### Routed clock nets over the placement, run 1

(3 px per um)
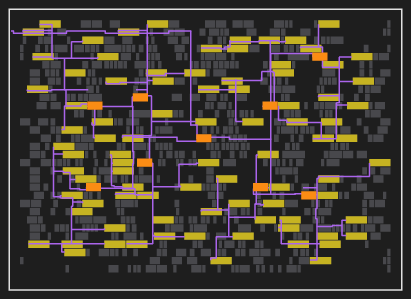
### Cell density map, run 1

(3 px per um) 13 x 9 tiles, from white (low) to dark blue (high), 0 to 100% covered.
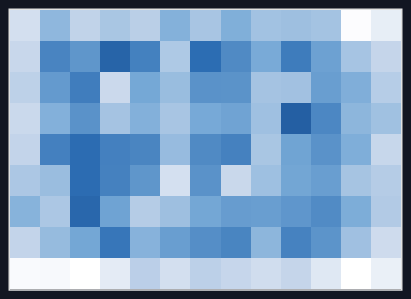
### Met1 routing, run 1

(2 px per um) Supply wires on this layer in gray.
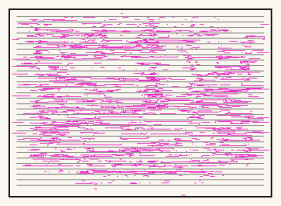
## config.mk

```make
export PLATFORM = sky130hd
export DESIGN_NAME = set_exec_unit
export DESIGN_NICKNAME = d
export VERILOG_FILES = /design/src/rtl/set_exec_unit.sv
export SDC_FILE = /design/constraint.sdc
export NUM_CORES = 1
export LEC_CHECK = 0
export ABC_AREA = 1
export CORE_ASPECT_RATIO = 0.7
export CORE_MARGIN = 3
export CORE_UTILIZATION = 40
export CTS_BUF_LIST = sky130_fd_sc_hd__clkbuf_4 sky130_fd_sc_hd__clkbuf_8
export DETAILED_ROUTE_END_ITERATION = 16
export GPL_ROUTABILITY_DRIVEN = 0
export PLACE_DENSITY_LB_ADDON = 0.12
export SKIP_LAST_GASP = 1
export SLEW_MARGIN = 30
export SYNTH_ARGS = -nofsm -noshare
export SYNTH_HDL_FRONTEND = slang
export SYNTH_SLANG_ARGS = --single-unit
```

## constraint.sdc

```tcl
create_clock -name clk -period 2.49 [get_ports clk]
set_clock_uncertainty 0.05 [all_clocks]
set_input_delay 0.498 -clock clk [delete_from_list [all_inputs] [get_ports clk]]
set_output_delay 0.498 -clock clk [all_outputs]
set_load 0.02 [all_outputs]
```

## src/rtl/set_exec_unit.sv

```systemverilog
// Two-stage execute unit for DLX set instructions (SEQ/SNE/SLT/SGT/SLE/SGE).
// Operands and the result use [0:31] numbering, so bit 0 is the sign bit.
module set_exec_unit (
    input  logic        clk,
    input  logic        reset,
    input  logic        in_valid,
    output logic        in_ready,
    input  logic [2:0]  in_op,
    input  logic [0:31] in_a,
    input  logic [0:31] in_b,
    output logic        out_valid,
    input  logic        out_ready,
    output logic [0:31] out_result,
    output logic        out_err,
    output logic [15:0] true_count
);

    localparam logic [2:0] OP_SEQ = 3'b000;
    localparam logic [2:0] OP_SNE = 3'b001;
    localparam logic [2:0] OP_SLT = 3'b010;
    localparam logic [2:0] OP_SGT = 3'b011;
    localparam logic [2:0] OP_SLE = 3'b100;
    localparam logic [2:0] OP_SGE = 3'b101;

    logic        s1_valid_q, s1_valid_d;
    logic [2:0]  s1_op_q, s1_op_d;
    logic [0:31] s1_a_q, s1_a_d;
    logic [0:31] s1_b_q, s1_b_d;
    logic        out_valid_q, out_valid_d;
    logic [0:31] out_result_q, out_result_d;
    logic        out_err_q, out_err_d;
    logic [15:0] true_count_q, true_count_d;

    logic        s2_free;
    logic        in_fire;
    logic        out_fire;
    logic [0:32] diff;
    logic        a_lt_b;
    logic        a_eq_b;
    logic        cond;
    logic        illegal;

    assign s2_free  = !out_valid_q || out_ready;
    assign in_ready = !s1_valid_q || s2_free;
    assign in_fire  = in_valid && in_ready;
    assign out_fire = out_valid_q && out_ready;

    // Sign of the 33-bit sign-extended difference gives A < B without overflow.
    assign diff   = {s1_a_q[0], s1_a_q} - {s1_b_q[0], s1_b_q};
    assign a_lt_b = diff[0];
    assign a_eq_b = (s1_a_q == s1_b_q);

    always_comb begin
        cond    = 1'b0;
        illegal = 1'b0;
        case (s1_op_q)
            OP_SEQ:  cond = a_eq_b;
            OP_SNE:  cond = !a_eq_b;
            OP_SLT:  cond = a_lt_b;
            OP_SGT:  cond = !a_lt_b && !a_eq_b;
            OP_SLE:  cond = a_lt_b || a_eq_b;
            OP_SGE:  cond = !a_lt_b;
            default: illegal = 1'b1;
        endcase
    end

    always_comb begin
        s1_valid_d = s1_valid_q;
        s1_op_d    = s1_op_q;
        s1_a_d     = s1_a_q;
        s1_b_d     = s1_b_q;
        if (in_fire) begin
            s1_valid_d = 1'b1;
            s1_op_d    = in_op;
            s1_a_d     = in_a;
            s1_b_d     = in_b;
        end else if (s2_free) begin
            s1_valid_d = 1'b0;
        end
    end

    // S2 only moves when it is free; otherwise the presented result is frozen.
    always_comb begin
        out_valid_d  = out_valid_q;
        out_result_d = out_result_q;
        out_err_d    = out_err_q;
        if (s2_free) begin
            out_valid_d = s1_valid_q;
            if (s1_valid_q) begin
                out_result_d = {31'd0, cond && !illegal};
                out_err_d    = illegal;
            end
        end
    end

    always_comb begin
        true_count_d = true_count_q;
        if (out_fire && (out_result_q == 32'd1)) begin
            true_count_d = true_count_q + 16'd1;
        end
    end

    always_ff @(posedge clk) begin
        if (reset) begin
            s1_valid_q   <= 1'b0;
            s1_op_q      <= 3'b000;
            s1_a_q       <= 32'd0;
            s1_b_q       <= 32'd0;
            out_valid_q  <= 1'b0;
            out_result_q <= 32'd0;
            out_err_q    <= 1'b0;
            true_count_q <= 16'd0;
        end else begin
            s1_valid_q   <= s1_valid_d;
            s1_op_q      <= s1_op_d;
            s1_a_q       <= s1_a_d;
            s1_b_q       <= s1_b_d;
            out_valid_q  <= out_valid_d;
            out_result_q <= out_result_d;
            out_err_q    <= out_err_d;
            true_count_q <= true_count_d;
        end
    end

    assign out_valid  = out_valid_q;
    assign out_result = out_result_q;
    assign out_err    = out_err_q;
    assign true_count = true_count_q;

endmodule

```

==> flow.log, run 1 <==
[flow] summary of implementation run
INFO  metric mostFrequentLayoutCell = sky130_fd_sc_hd__clkdlybuf4s50_1
INFO  metric hold_class = reg2reg
INFO  metric cp.required = 1.94 ns
INFO  metric areaGrowthSynthToFinish = 25.5%
INFO  metric signal_buffer_area_fraction = 0.181
INFO  metric grt_max_degree = 41
INFO  metric synth-area-yosys = 4330 um2
INFO  metric clockBufferCount = 12
INFO  metric vias = 3711
INFO  metric status = complete, no violations
INFO  metric cts_setup_buffers = 0
INFO  metric final-setup-viol-count = 0
INFO  metric rows = 31
INFO  metric ctsLongestPathBuffers = 2
INFO  metric placement.cell_area = 5280 um2
INFO  metric syn-instance-count = 576
INFO  metric warnings = 26
INFO  metric ctsResizeCount = 0
INFO  metric flip_flops_with_a_built_in_enable = 0
INFO  metric cts_tree = done
INFO  metric die_y = 93.1 um
INFO  metric finalHoldWorstSlack = 0.407 ns
INFO  metric finalCriticalPeriod = 2.35 ns
INFO  metric seq_cells = 87
INFO  metric cts_max_level = 3
INFO  metric synth.yosys.seq_area_share = 0.402
INFO  metric worst_ep_arrival_time = 1.80 ns
INFO  metric finalClockPeriodUsage = 0.943
INFO  metric number_of_buffers_created_by_cts = 9
INFO  metric origin_of_the_critical_flop_to_flop_path = s1_b_q[0]$_SDFFE_PP0P_
INFO  metric clock_sink_total = 87
INFO  metric final_hold_viol_count = 0
INFO  metric layout_top_cells = sky130_fd_sc_hd__clkdlybuf4s50_1 (90), sky130_fd_sc_hd__nor2_1 (87), sky130_fd_sc_hd__dfxtp_1 (87)
INFO  metric synth_cell_types = 32
INFO  metric dominant_cells = logic gates
INFO  metric path_cells = clkdlybuf4s50_1, inv_1, nand3_1, clkdlybuf4s50_1
INFO  metric port_buffers = 90
-- 'Routed clock nets over the placement' (at the start) --
legend:
  purple:
    item: clock wires
    length: 1160 um
  yellow:
    item: flip-flops
    count: 87
  orange:
    item: clock-net drivers
    count: 9
flops lie: spread over the die

-- 'Cell density map' (at the start) --
mean over tiles: 43%
nearly empty tiles: 2.6%
fullest tile: 81%
tiles over 75% full: 5.1%
final standard cell utilization of the core: 0.521
core footprint: 10400 um2
Starting Density: 0.415

-- 'Met1 routing' (at the start) --
share of all routed wire: 49%
nets with wire on the layer: 697
longest straight run: 56.1 um
wire length on this layer: 4780 um
main direction: horizontal

==> run 1: state kept, by name, indices dropped and copies added (netlist names) <==
| register | cells |
|---|---|
| s1_valid_q | 1 |
| s1_a_q | 32 |
| out_valid | 1 |
| true_count | 16 |
| out_err | 1 |
| s1_b_q | 32 |
| s1_op_q | 3 |
| out_result | 1 |
==> run 1: metal layers <==
metal  up-vias  global-route usage  share of wire
met2        81               0.257           0.45
met5         -                   0              0
li1       1979                   -              -
met3        13              0.0491          0.053
met4         0              0.0479          0.014
met1      1638               0.217           0.49
==> run 1: worst max path at each step <==
stage | from | endpoint | slack, ns | depth (start not counted)
after global placement | out_ready | in_ready | 0.15 | 4
final | out_ready | in_ready | 0.14 | 4
after detailed placement | out_ready | in_ready | 0.14 | 4
after floorplan | s1_b_q[0]$_SDFFE_PP0P_ | out_result[31]$_SDFFE_PP0P_ | 0.63 | 15
after CTS | out_ready | in_ready | 0.14 | 4
after global routing | out_ready | in_ready | 0.08 | 4
==> run 1: cell families after synthesis <==
kind of cell,after synthesis,synth area share
other,1,0.000866
XOR/XNOR,2,0.00405
adder cells (fa/ha/maj),33,0.0953
buffers and inverters,123,0.133
AND/OR/NAND/NOR,185,0.193
AND-OR/OR-AND,145,0.171
flip-flops,87,0.402
==> run 1: power by group <==
group | internal (W) | leakage [nW] | switching, W
Sequential | 0.00147 | 0.719 | 0.0000376
Combinational | 0.000258 | 1.51 | 0.000322
Clock | 0.000383 | 0.0863 | 0.000475
==> run 1: worst reg2reg max path: stages, from the launching register on <==
cell and delay, ns:
sky130_fd_sc_hd__dfxtp_1 0.31, sky130_fd_sc_hd__inv_1 0.05, sky130_fd_sc_hd__ha_1 0.39, sky130_fd_sc_hd__nand2_1 0.12, sky130_fd_sc_hd__nor2_2 0.14, sky130_fd_sc_hd__nand2_2 0.08, sky130_fd_sc_hd__nor4_4 0.23, sky130_fd_sc_hd__nand4_1 0.21
sky130_fd_sc_hd__nand3_1 0.14, sky130_fd_sc_hd__nand2_1 0.07, sky130_fd_sc_hd__nand2_1 0.06, sky130_fd_sc_hd__nand2_1 0.05, sky130_fd_sc_hd__nand2_1 0.06, sky130_fd_sc_hd__a21oi_2 0.05
==> run 1: cells in the mapped netlist (4+ instances only) <==
cell | number | area share
sky130_fd_sc_hd__dfxtp_1 | 87 | 0.40
sky130_fd_sc_hd__nor3_1 | 11 | 0.013
sky130_fd_sc_hd__nand2_1 | 54 | 0.047
sky130_fd_sc_hd__ha_1 | 33 | 0.095
sky130_fd_sc_hd__inv_2 | 7 | 0.0061
sky130_fd_sc_hd__nand4_1 | 4 | 0.0058
sky130_fd_sc_hd__buf_4 | 31 | 0.054
sky130_fd_sc_hd__clkbuf_1 | 20 | 0.017
sky130_fd_sc_hd__inv_1 | 62 | 0.054
sky130_fd_sc_hd__o21ai_0 | 77 | 0.089
sky130_fd_sc_hd__nand3_1 | 13 | 0.015
sky130_fd_sc_hd__nor2_1 | 87 | 0.075
sky130_fd_sc_hd__a21oi_1 | 61 | 0.070
==> inputs of run 2 (changes only) <==
--- a/config.mk
+++ b/config.mk
@@ -12,7 +12,7 @@
 export CTS_BUF_LIST = sky130_fd_sc_hd__clkbuf_4 sky130_fd_sc_hd__clkbuf_8
 export DETAILED_ROUTE_END_ITERATION = 16
 export GPL_ROUTABILITY_DRIVEN = 0
-export PLACE_DENSITY_LB_ADDON = 0.12
+export PLACE_DENSITY = 0.77
 export SKIP_LAST_GASP = 1
 export SLEW_MARGIN = 30
 export SYNTH_ARGS = -nofsm -noshare
### Routed clock nets over the placement, run 2

(3 px per um)
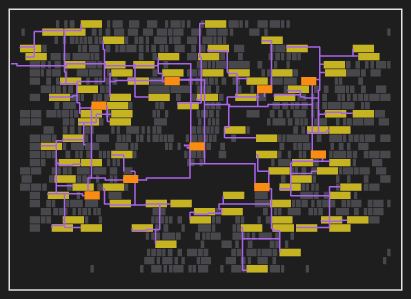
clock network fraction of total power: 0.313
Clock Latency Late Sink: 0.36 ns
power in the clock group: 0.000957 W

==> flow.log, run 2 <==
[flow] summary of implementation run
INFO  metric cts_tree = done
INFO  metric power_frac_comb = 0.193 (-0.003)
INFO  metric grt_max_degree = 51 (+24%)
INFO  metric timing.setup.critical_path_class = in2out
INFO  metric ctsResizeCount = 0 (unchanged)
INFO  metric synth.yosys.seq_area_share = 0.402 (unchanged)
INFO  metric cts_max_level = 3 (unchanged)
INFO  metric vias = 3809 (+2.6%)
INFO  metric netSwitchingPower = 0.000880 W (+5.6%)
INFO  metric netlist_top_cells_area = sky130_fd_sc_hd__dfxtp_1 (40%), sky130_fd_sc_hd__ha_1 (9.5%), sky130_fd_sc_hd__o21ai_0 (8.9%)
INFO  metric vias_per_cell = 4.78
INFO  metric status = complete, no violations
INFO  metric power_switching_share = 0.288 (+0.00464)
INFO  metric path_cells = clkdlybuf4s50_1, inv_1, nand3_1, clkdlybuf4s50_1
INFO  metric finalHoldWorstSlack = 0.409 ns (+0.00226 ns)
INFO  metric core_footprint = 10400 um2 (unchanged)
INFO  metric die_y = 93.1 um (unchanged)
INFO  metric cts_setup_buffers = 0 (unchanged)
INFO  metric layout-drive-gt1-share = 0.0707
INFO  metric routedLengthMet1 = 4.74 mm (-0.88%)
INFO  metric final-setup-viol-count = 0 (unchanged)
INFO  metric relative_contribution_of_sequential_cells_to_total_power = 0.494 (-0.019)
INFO  metric met2_wirelength = 4.56 mm (+4.7%)
INFO  metric finalClockPeriodUsage = 0.947 (+0.00356)
INFO  metric warnings = 26 (unchanged)
INFO  metric number_of_buffers_created_by_cts = 9 (unchanged)
INFO  metric post-synth-top-area-fraction = 0.402 (unchanged)
INFO  metric initial_core_util = 0.415 (unchanged)
INFO  metric synthTopCellsByCount = sky130_fd_sc_hd__dfxtp_1 (87), sky130_fd_sc_hd__nor2_1 (87), sky130_fd_sc_hd__o21ai_0 (77), sky130_fd_sc_hd__inv_1 (62), sky130_fd_sc_hd__a21oi_1 (61)
INFO  metric wl_per_cell = 12.7 um
INFO  metric synth-area-yosys = 4330 um2 (unchanged)
INFO  metric rows = 31 (unchanged)
INFO  metric layout_top_cells = sky130_fd_sc_hd__clkdlybuf4s50_1 (90), sky130_fd_sc_hd__nor2_1 (87), sky130_fd_sc_hd__dfxtp_1 (87)
INFO  metric mostFrequentLayoutCell = sky130_fd_sc_hd__clkdlybuf4s50_1
INFO  metric clock_sink_total = 87 (unchanged)
INFO  metric cts-hold-fix-buffers = 0
INFO  metric port_buffers = 90 (unchanged)
INFO  metric synth_cell_types = 32 (unchanged)
INFO  metric finalCriticalPeriod = 2.36 ns (+0.00888 ns)
INFO  metric met3WireLength = 647 um (+25%)
INFO  metric max_layer_used = met4
INFO  metric cp.required = 1.94 ns (about the same)
INFO  metric chip_area = 12100 um2
INFO  metric internal_power = 0.00218 W (+3.2%)
INFO  metric ctsLongestPathBuffers = 2 (unchanged)
INFO  metric hold_class = reg2reg
INFO  metric final_hold_viol_count = 0 (unchanged)
INFO  metric flip_flops_with_a_built_in_enable = 0 (unchanged)
INFO  metric worst_ep_arrival_time = 1.81 ns (about the same)
INFO  metric syn-instance-count = 576 (unchanged)
### M3 wires, run 2

(4 px per um)
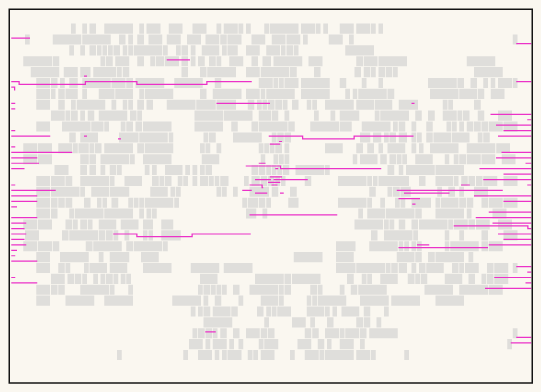
main direction: horizontal
longest straight run: 26.2 um
share of all routed wire: 6.4%
wire length on this layer: 648 um

-- run 2: cell counts after synthesis --
Identical to the previous run, type by type.
-- run 2: worst register-to-register path: stages, from the launching register on --
cell and delay, ns:
sky130_fd_sc_hd__dfxtp_1 0.31, sky130_fd_sc_hd__inv_1 0.05, sky130_fd_sc_hd__ha_1 0.39, sky130_fd_sc_hd__nand2_1 0.13, sky130_fd_sc_hd__nor2_2 0.15, sky130_fd_sc_hd__nand2_2 0.09, sky130_fd_sc_hd__nor4_4 0.24, sky130_fd_sc_hd__nand2_2 0.11
sky130_fd_sc_hd__nand2_1 0.10, sky130_fd_sc_hd__nand2_1 0.08, sky130_fd_sc_hd__nand3_1 0.09, sky130_fd_sc_hd__nand2_1 0.06, sky130_fd_sc_hd__nor2_1 0.11, sky130_fd_sc_hd__nand2_1 0.07, sky130_fd_sc_hd__nand2_1 0.07, sky130_fd_sc_hd__a21oi_2 0.05
-- run 2: layout make-up --
cell class / instances / area [um2] / area share
multi-input combinational: 396 / 2130 / 0.388
sequential: 87 / 1740 / 0.318
timing repair buffer: 97 / 991 / 0.181
inverter: 69 / 259 / 0.0473
clock buffer: 12 / 165 / 0.0302
tap: 132 / 165 / 0.0302
clock inverter: 4 / 27.5 / 0.00503
-- run 2: path summary, 6_finish.rpt --
| check | from | end | cells after the start |
|---|---|---|---|
| max | out_ready | in_ready | 4 |
| min | s1_b_q[15]$_SDFFE_PP0P_ | s1_b_q[15]$_SDFFE_PP0P_ | 2 |
| max reg2reg | s1_b_q[0]$_SDFFE_PP0P_ | out_result[31]$_SDFFE_PP0P_ | 15 |
| min reg2reg | s1_b_q[15]$_SDFFE_PP0P_ | s1_b_q[15]$_SDFFE_PP0P_ | 2 |
-- run 2: per-layer routing --
layer  GRT usage  vias to the layer above
met5           0                        -
met3      0.0439                       16
met4      0.0557                        0
met1       0.218                     1705
met2       0.273                      108
li1            -                     1980
-- run 2: per-stage QoR --
| step | area [um2] | utilization | std cells | worst slack (ns) |
|---|---|---|---|---|
| finish | 5480 | 0.525 | 797 | 0.133 |
| global route | 5480 | 0.525 | 797 | 0.0769 |
| CTS | 5480 | 0.525 | 797 | 0.141 |
| detailed placement | 5280 | 0.506 | 781 | 0.0537 |
| global placement | 5280 | 0.506 | 781 | 0.152 |
| floorplan | 4440 | - | 606 | 0.627 |
-- run 2: cell families after synthesis --
kind of cell               share of synthesized area
buffers and inverters                          0.133
xor gates and xnor gates                     0.00405
adders and majority gates                     0.0953
AOI/OAI and AO/OA                              0.171
DFF                                            0.402
and+or+nand+nor                                0.193
other                                       0.000866
-- run 2: power groups by stage --
stage | logic (W) | registers [W] | clock network, W
2_1_floorplan | 0.000404 | 0.00154 | 0
3_3_place_gp | 0.000566 | 0.00154 | 0
3_5_place_dp | 0.000588 | 0.00155 | 0
4_1_cts | 0.000593 | 0.00151 | 0.000988
5_1_grt | 0.000676 | 0.00152 | 0.00105
6_report | 0.000592 | 0.00151 | 0.000957
Power and IR drop assume default switching activity.
